$ cat config.mk
export PLATFORM = sky130hd
export DESIGN_NAME = calc_op_sequencer
export DESIGN_NICKNAME = d
export VERILOG_FILES = /design/src/rtl/calc_pkg.sv /design/src/rtl/calc_iter_engine.sv /design/src/rtl/calc_op_sequencer.sv
export SDC_FILE = /design/constraint.sdc
export NUM_CORES = 1
export LEC_CHECK = 0
export ABC_AREA = 0
export CORE_UTILIZATION = 30
export CTS_CLUSTER_SIZE = 28
export DETAILED_ROUTE_END_ITERATION = 7
export GPL_ROUTABILITY_DRIVEN = 1
export SYNTH_ARGS = -nofsm -noshare
export SYNTH_HDL_FRONTEND = slang
export SYNTH_SLANG_ARGS = --single-unit
$ cat constraint.sdc
create_clock -name clk -period 4.6 [get_ports clk]
set_clock_uncertainty 0.1 [all_clocks]
set_input_delay 0.92 -clock clk [delete_from_list [all_inputs] [get_ports clk]]
set_output_delay 0.92 -clock clk [all_outputs]
set_load 0.005 [all_outputs]
$ cat src/rtl/calc_pkg.sv
// Shared constants for the calculator sequencer: one-hot operation codes, FSM encoding,
// operand width, iteration counts and the BCD-pair-to-binary helper.
package calc_pkg;

    localparam int OPND_W    = 7;
    localparam int MUL_ITERS = 7;
    localparam int DIV_ITERS = 10;

    localparam logic [4:0] OP_ADD = 5'b00001;
    localparam logic [4:0] OP_SUB = 5'b00010;
    localparam logic [4:0] OP_MUL = 5'b00100;
    localparam logic [4:0] OP_DIV = 5'b01000;
    localparam logic [4:0] OP_CLR = 5'b10000;

    localparam logic [1:0] ST_IDLE = 2'd0;
    localparam logic [1:0] ST_LOAD = 2'd1;
    localparam logic [1:0] ST_EXEC = 2'd2;
    localparam logic [1:0] ST_DONE = 2'd3;

    // Non-decimal digits saturate to 9, so an operand never exceeds 99.
    function automatic logic [OPND_W-1:0] bcd_pair(input logic [3:0] tens, input logic [3:0] units);
        logic [OPND_W-1:0] t;
        logic [OPND_W-1:0] u;
        t = (tens  > 4'd9) ? 7'd9 : {3'b000, tens};
        u = (units > 4'd9) ? 7'd9 : {3'b000, units};
        return (t << 3) + (t << 1) + u;
    endfunction

endpackage

$ cat src/rtl/calc_iter_engine.sv
// Shared iterative engine: shift-add multiply (one multiplier bit per cycle) or restoring
// divide of (a*10)/b (one quotient bit per cycle). result_next is the value after the current step.
module calc_iter_engine
    import calc_pkg::*;
#(
    parameter int RESULT_W = 14
) (
    input  logic                clk,
    input  logic                rst,
    input  logic                start,
    input  logic                div_mode,
    input  logic [OPND_W-1:0]   a,
    input  logic [OPND_W-1:0]   b,
    output logic                last,
    output logic [RESULT_W-1:0] result_next
);

    logic                running;
    logic                mode;
    logic [3:0]          cnt;
    logic [RESULT_W-1:0] acc;
    logic [RESULT_W-1:0] opa;
    logic [RESULT_W-1:0] a_ext;
    logic [OPND_W-1:0]   opb;
    logic [OPND_W:0]     rem;
    logic [OPND_W:0]     rem_n;
    logic [OPND_W:0]     trial;
    logic [OPND_W:0]     diff;
    logic                ge;

    assign a_ext = RESULT_W'(a);

    // A set remainder MSB means the shifted value already exceeds any 7-bit divisor.
    always_comb begin
        trial       = {rem[OPND_W-1:0], opa[DIV_ITERS-1]};
        diff        = trial - {1'b0, opb};
        ge          = rem[OPND_W] || (trial >= {1'b0, opb});
        rem_n       = rem;
        result_next = acc + (opb[0] ? opa : '0);
        if (mode) begin
            rem_n       = ge ? diff : trial;
            result_next = {acc[RESULT_W-2:0], ge};
        end
    end

    assign last = running && (cnt == (mode ? 4'(DIV_ITERS - 1) : 4'(MUL_ITERS - 1)));

    always_ff @(posedge clk) begin
        // NOTE: the datapath registers are reset as well, so an aborted run leaves no stale partial value.
        if (rst) begin
            running <= 1'b0;
            mode    <= 1'b0;
            cnt     <= '0;
            acc     <= '0;
            opa     <= '0;
            opb     <= '0;
            rem     <= '0;
        end else if (start) begin
            running <= 1'b1;
            mode    <= div_mode;
            cnt     <= '0;
            acc     <= '0;
            rem     <= '0;
            opb     <= b;
            opa     <= div_mode ? (a_ext << 3) + (a_ext << 1) : a_ext;
        end else if (running) begin
            acc <= result_next;
            rem <= rem_n;
            opa <= opa << 1;
            opb <= mode ? opb : opb >> 1;
            cnt <= cnt + 4'd1;
            if (last) running <= 1'b0;
        end
    end

endmodule

$ cat src/rtl/calc_op_sequencer.sv
// Calculator operation sequencer: snapshots digits/operation, runs add/sub/clear locally and
// mul/div on calc_iter_engine. Optional divide-by-zero flagging under CALC_DIV_ERR_EN.
module calc_op_sequencer
    import calc_pkg::*;
#(
    parameter int RESULT_W = 14,
    parameter int BCD_W    = 4
) (
    input  logic                clk,
    input  logic                rst,
    input  logic [BCD_W-1:0]    dig1,
    input  logic [BCD_W-1:0]    dig2,
    input  logic [BCD_W-1:0]    dig3,
    input  logic [BCD_W-1:0]    dig4,
    input  logic [4:0]          operation,
    output logic [RESULT_W-1:0] result,
    output logic                negative_sign,
    output logic                dot,
    output logic                busy,
    output logic                done
`ifdef CALC_DIV_ERR_EN
    ,
    output logic                div_err
`endif
);

    logic [1:0]          state;
    logic [1:0]          state_n;
    logic [4:0]          snap_op;
    logic [4*BCD_W-1:0]  snap_dig;
    logic [OPND_W-1:0]   opnd_a;
    logic [OPND_W-1:0]   opnd_b;
    logic [OPND_W:0]     sum_ab;
    logic [OPND_W-1:0]   diff_ab;
    logic                start_req;
    logic                use_engine;
    logic                eng_start;
    logic                eng_last;
    logic                div_skip;
    logic                finish;
    logic [RESULT_W-1:0] eng_result;
    logic [RESULT_W-1:0] res_n;
    logic                neg_n;
    logic                dot_n;

    assign opnd_a = bcd_pair(snap_dig[4*BCD_W-1:3*BCD_W], snap_dig[3*BCD_W-1:2*BCD_W]);
    assign opnd_b = bcd_pair(snap_dig[2*BCD_W-1:BCD_W],   snap_dig[BCD_W-1:0]);

    // A run starts only when the requested work differs from what was last computed.
    assign start_req  = $onehot(operation) &&
                        ({operation, dig4, dig3, dig2, dig1} != {snap_op, snap_dig});
    assign use_engine = (snap_op == OP_MUL) || (snap_op == OP_DIV);

`ifdef CALC_DIV_ERR_EN
    assign div_skip = (snap_op == OP_DIV) && (opnd_b == '0);
`else
    assign div_skip = 1'b0;
`endif

    assign eng_start = (state == ST_LOAD) && use_engine && !div_skip;

    calc_iter_engine #(.RESULT_W(RESULT_W)) u_engine (
        .clk         (clk),
        .rst         (rst),
        .start       (eng_start),
        .div_mode    (snap_op == OP_DIV),
        .a           (opnd_a),
        .b           (opnd_b),
        .last        (eng_last),
        .result_next (eng_result)
    );

    always_comb begin
        state_n = state;
        case (state)
            ST_IDLE: if (start_req) state_n = ST_LOAD;
            ST_LOAD: state_n = div_skip ? ST_DONE : ST_EXEC;
            ST_EXEC: if (!use_engine || eng_last) state_n = ST_DONE;
            default: state_n = ST_IDLE;
        endcase
    end

    assign finish = (state_n == ST_DONE) && (state != ST_DONE);
    assign sum_ab = {1'b0, opnd_a} + {1'b0, opnd_b};

    // NOTE: every output of this block gets a default first, so no path can infer a latch.
    always_comb begin
        res_n   = '0;
        neg_n   = 1'b0;
        dot_n   = 1'b1;
        diff_ab = (opnd_b > opnd_a) ? opnd_b - opnd_a : opnd_a - opnd_b;
        if (!div_skip) begin
            case (snap_op)
                OP_ADD: res_n = RESULT_W'(sum_ab);
                OP_SUB: begin
                    res_n = RESULT_W'(diff_ab);
                    neg_n = opnd_b > opnd_a;
                end
                OP_MUL: res_n = eng_result;
                OP_DIV: begin
                    res_n = eng_result;
                    dot_n = 1'b0;
                end
                default: res_n = '0;
            endcase
        end
    end

    always_ff @(posedge clk) begin
        // NOTE: non-blocking assignments, so every register here samples pre-edge values.
        if (rst) begin
            state         <= ST_IDLE;
            snap_op       <= '0;
            snap_dig      <= '0;
            result        <= '0;
            negative_sign <= 1'b0;
            dot           <= 1'b1;
`ifdef CALC_DIV_ERR_EN
            div_err       <= 1'b0;
`endif
        end else begin
            state <= state_n;
            if (state == ST_IDLE && start_req) begin
                snap_op  <= operation;
                snap_dig <= {dig4, dig3, dig2, dig1};
            end
            if (finish) begin
                result        <= res_n;
                negative_sign <= neg_n;
                dot           <= dot_n;
`ifdef CALC_DIV_ERR_EN
                div_err       <= div_skip;
`endif
            end
        end
    end

    assign busy = (state != ST_IDLE);
    assign done = (state == ST_DONE);

endmodule

**Clock wires, drivers and flops**

Scale bar: 50 µm.
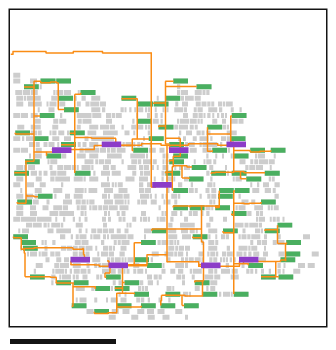
- flip-flops: green (count 88)
- clock wires: orange (length 1370 µm)
- clock drivers: purple (count 9)
- routed clock nets: 10

==> impl_metrics.toml <==
# yosys + openroad results
[run]
warning_count = 44
cap_violations = 0

[timing]
finalHoldViolations = 0
slew-limit-headroom_pct = 31.01
final.min_clock_period_ns = 4.307
tns_ns = 0
drv_slew = 0
worst_pin_slew_ns = 1.035
timing.hold.ws_ns = 0.3587

[grt]
grt_pass1_vias = 5243
gr-total-overflow = 0
antenna_found_initial = 0

[setup_path]
crit_start = "snap_dig[13]"
worstSetupEndpointType = "flop"
r2r_cells = 16
reg2reg_slack_ns = 0.29
critPathMaxFanout = 9

[logic_synthesis]
edf_count = 0
ys_sh_adder_pct = 16.62
avgSynthCellArea_um2 = 8.248
synth_warnings = 0
yosys_area_um2 = 6491
top_cell_area_share_pct = 27.14
yosys-top-cells-area = "dfxtp_1 (27%), ha_1 (13%), mux2i_1 (6.5%)"
ys_sh_xor_pct = 7.151

[floorplanning]
fp_util_pct = 30.78
rows = 53
die_w_um = 149.1
die_area_um2 = 22230

[clock_tree]
cts_max_level = 3
cts_root_buffer = "clkbuf_16"
cts_hold_buf = 0
cts_resized = 0
clockBufferDepth = 2
numCtsBuffers = 9

[routing]
via_count = 5491
first_pass_iters = 5

[final_layout]
fillers = 2223
syn_to_final_growth_pct = 15.36
finalNetCount = 919
diodes = 0
largest_reg_flops = 16

[status]
status = "completed"

[place]
gp_congestion = 0.8856
dp_cells = 1081
**Logic cells by family**

Scale bar: 50 µm.
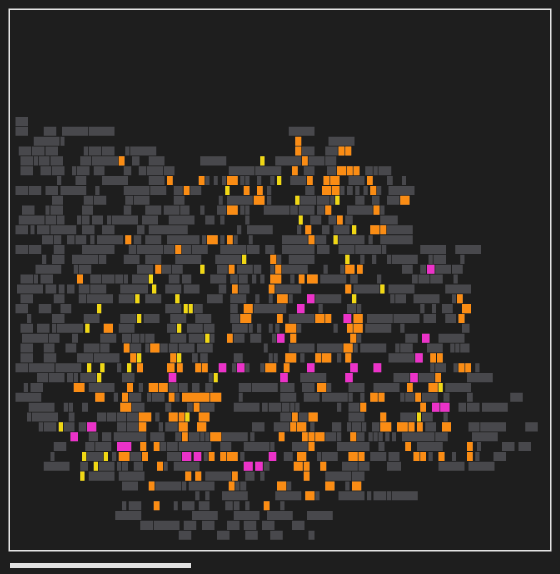
- inverters: yellow (cells 39; most used inv_1)
- AND and OR gates: magenta (cells 26; most used and2_1)
- inverting AOI/OAI gates: orange (cells 164; most used o21ai_0)

cells in the final DEF (no fill, tap or decap), types with 23 or more instances in the layout:
master | synthesis | layout
nand2_1 | 64 | 64
mux2i_1 | 42 | 42
xnor2_1 | 23 | 23
dfxtp_1 | 88 | 87
xor2_1 | 30 | 30
ha_1 | 67 | 67
inv_1 | 38 | 38
a21oi_1 | 50 | 50
o21ai_0 | 53 | 53
nor2_1 | 94 | 94
clkdlybuf4s50_1 | 0 | 39
final cells by class:
| class | instances | area, µm² | share of cell area [%] |
|---|---|---|---|
| Clock buffer | 12 | 246.5 | 3.292 |
| Clock inverter | 3 | 42.54 | 0.5681 |
| Inverter | 39 | 146.4 | 1.955 |
| Multi-Input combinational cell | 625 | 4446 | 59.37 |
| Sequential cell | 88 | 1763 | 23.54 |
| Tap cell | 275 | 344.1 | 4.595 |
| Timing Repair Buffer | 54 | 500.5 | 6.683 |
power breakdown:
group | internal, µW | leakage, µW | switching (µW)
Clock | 433 | 0.000139 | 314
Combinational | 711 | 0.00236 | 909
Sequential | 837 | 0.000712 | 84.8
critical path, cell delays in order, from the launching register on:
cell and delay (ns):
dfxtp_1 0.34, o21ai_0 0.16, nand2b_1 0.11, fa_1 0.52
fa_1 0.47, a21o_1 0.17, a21oi_1 0.18, xnor2_1 0.18
inv_1 0.11, ha_1 0.38, a21oi_1 0.09, a31oi_1 0.31
o211ai_4 0.21, mux2_2 0.28, nor3_1 0.05, a2111o_1 0.35
a22o_1 0.18
through the flow:
stage | total power, µW | setup slack (ns)
floorplan | 2107 | 0.3648
global placement | 2514 | 0.3234
detailed placement | 2518 | 0.2140
CTS | 3278 | 0.1957
global route | 3515 | 0.05164
finish | 3289 | 0.2926
logic make-up (layout without fill, tap and decap cells):
family / Yosys count / count (layout)
multiplexers: 45 / 45
flip-flops: 88 / 88
XOR/XNOR: 53 / 53
adder cells (fa/ha/maj): 79 / 79
AND/OR/NAND/NOR: 252 / 252
AND-OR/OR-AND: 196 / 196
buffers and inverters: 74 / 108
synthesized netlist by cell type, drive strengths merged (2+ instances only):
| cell | count |
|---|---|
| a311oi | 10 |
| a22oi | 2 |
| a21oi | 50 |
| nand2 | 64 |
| nand2b | 16 |
| or3 | 5 |
| mux2i | 42 |
| nor3b | 3 |
| xor2 | 30 |
| dfxtp | 88 |
| fa | 12 |
| a211o | 2 |
| nand4 | 2 |
| and3 | 2 |
| inv | 38 |
| ha | 67 |
| a21o | 13 |
| nor3 | 15 |
| nor4 | 8 |
| and2 | 15 |
| a22o | 3 |
| mux2 | 3 |
| o21ai | 55 |
| buf | 8 |
| xnor2 | 23 |
| or4 | 3 |
| a221oi | 3 |
| nand3b | 2 |
| a31oi | 3 |
| nor2b | 14 |
| o211ai | 4 |
| clkbuf | 27 |
| nor2 | 95 |
| nand3 | 6 |
| o21bai | 7 |
| o21a | 6 |
| o2111ai | 2 |
| a211oi | 20 |
per-layer routing:
metal	vias to the layer above	global-route usage [%]	wire length, µm
met3	17	3.180	684
li1	2824	-	-
met5	-	0	0
met1	2553	20.20	7738
met4	0	2.908	174
met2	97	24.98	7542
Power figures rest on the tool's default switching activity, not on a simulated workload.
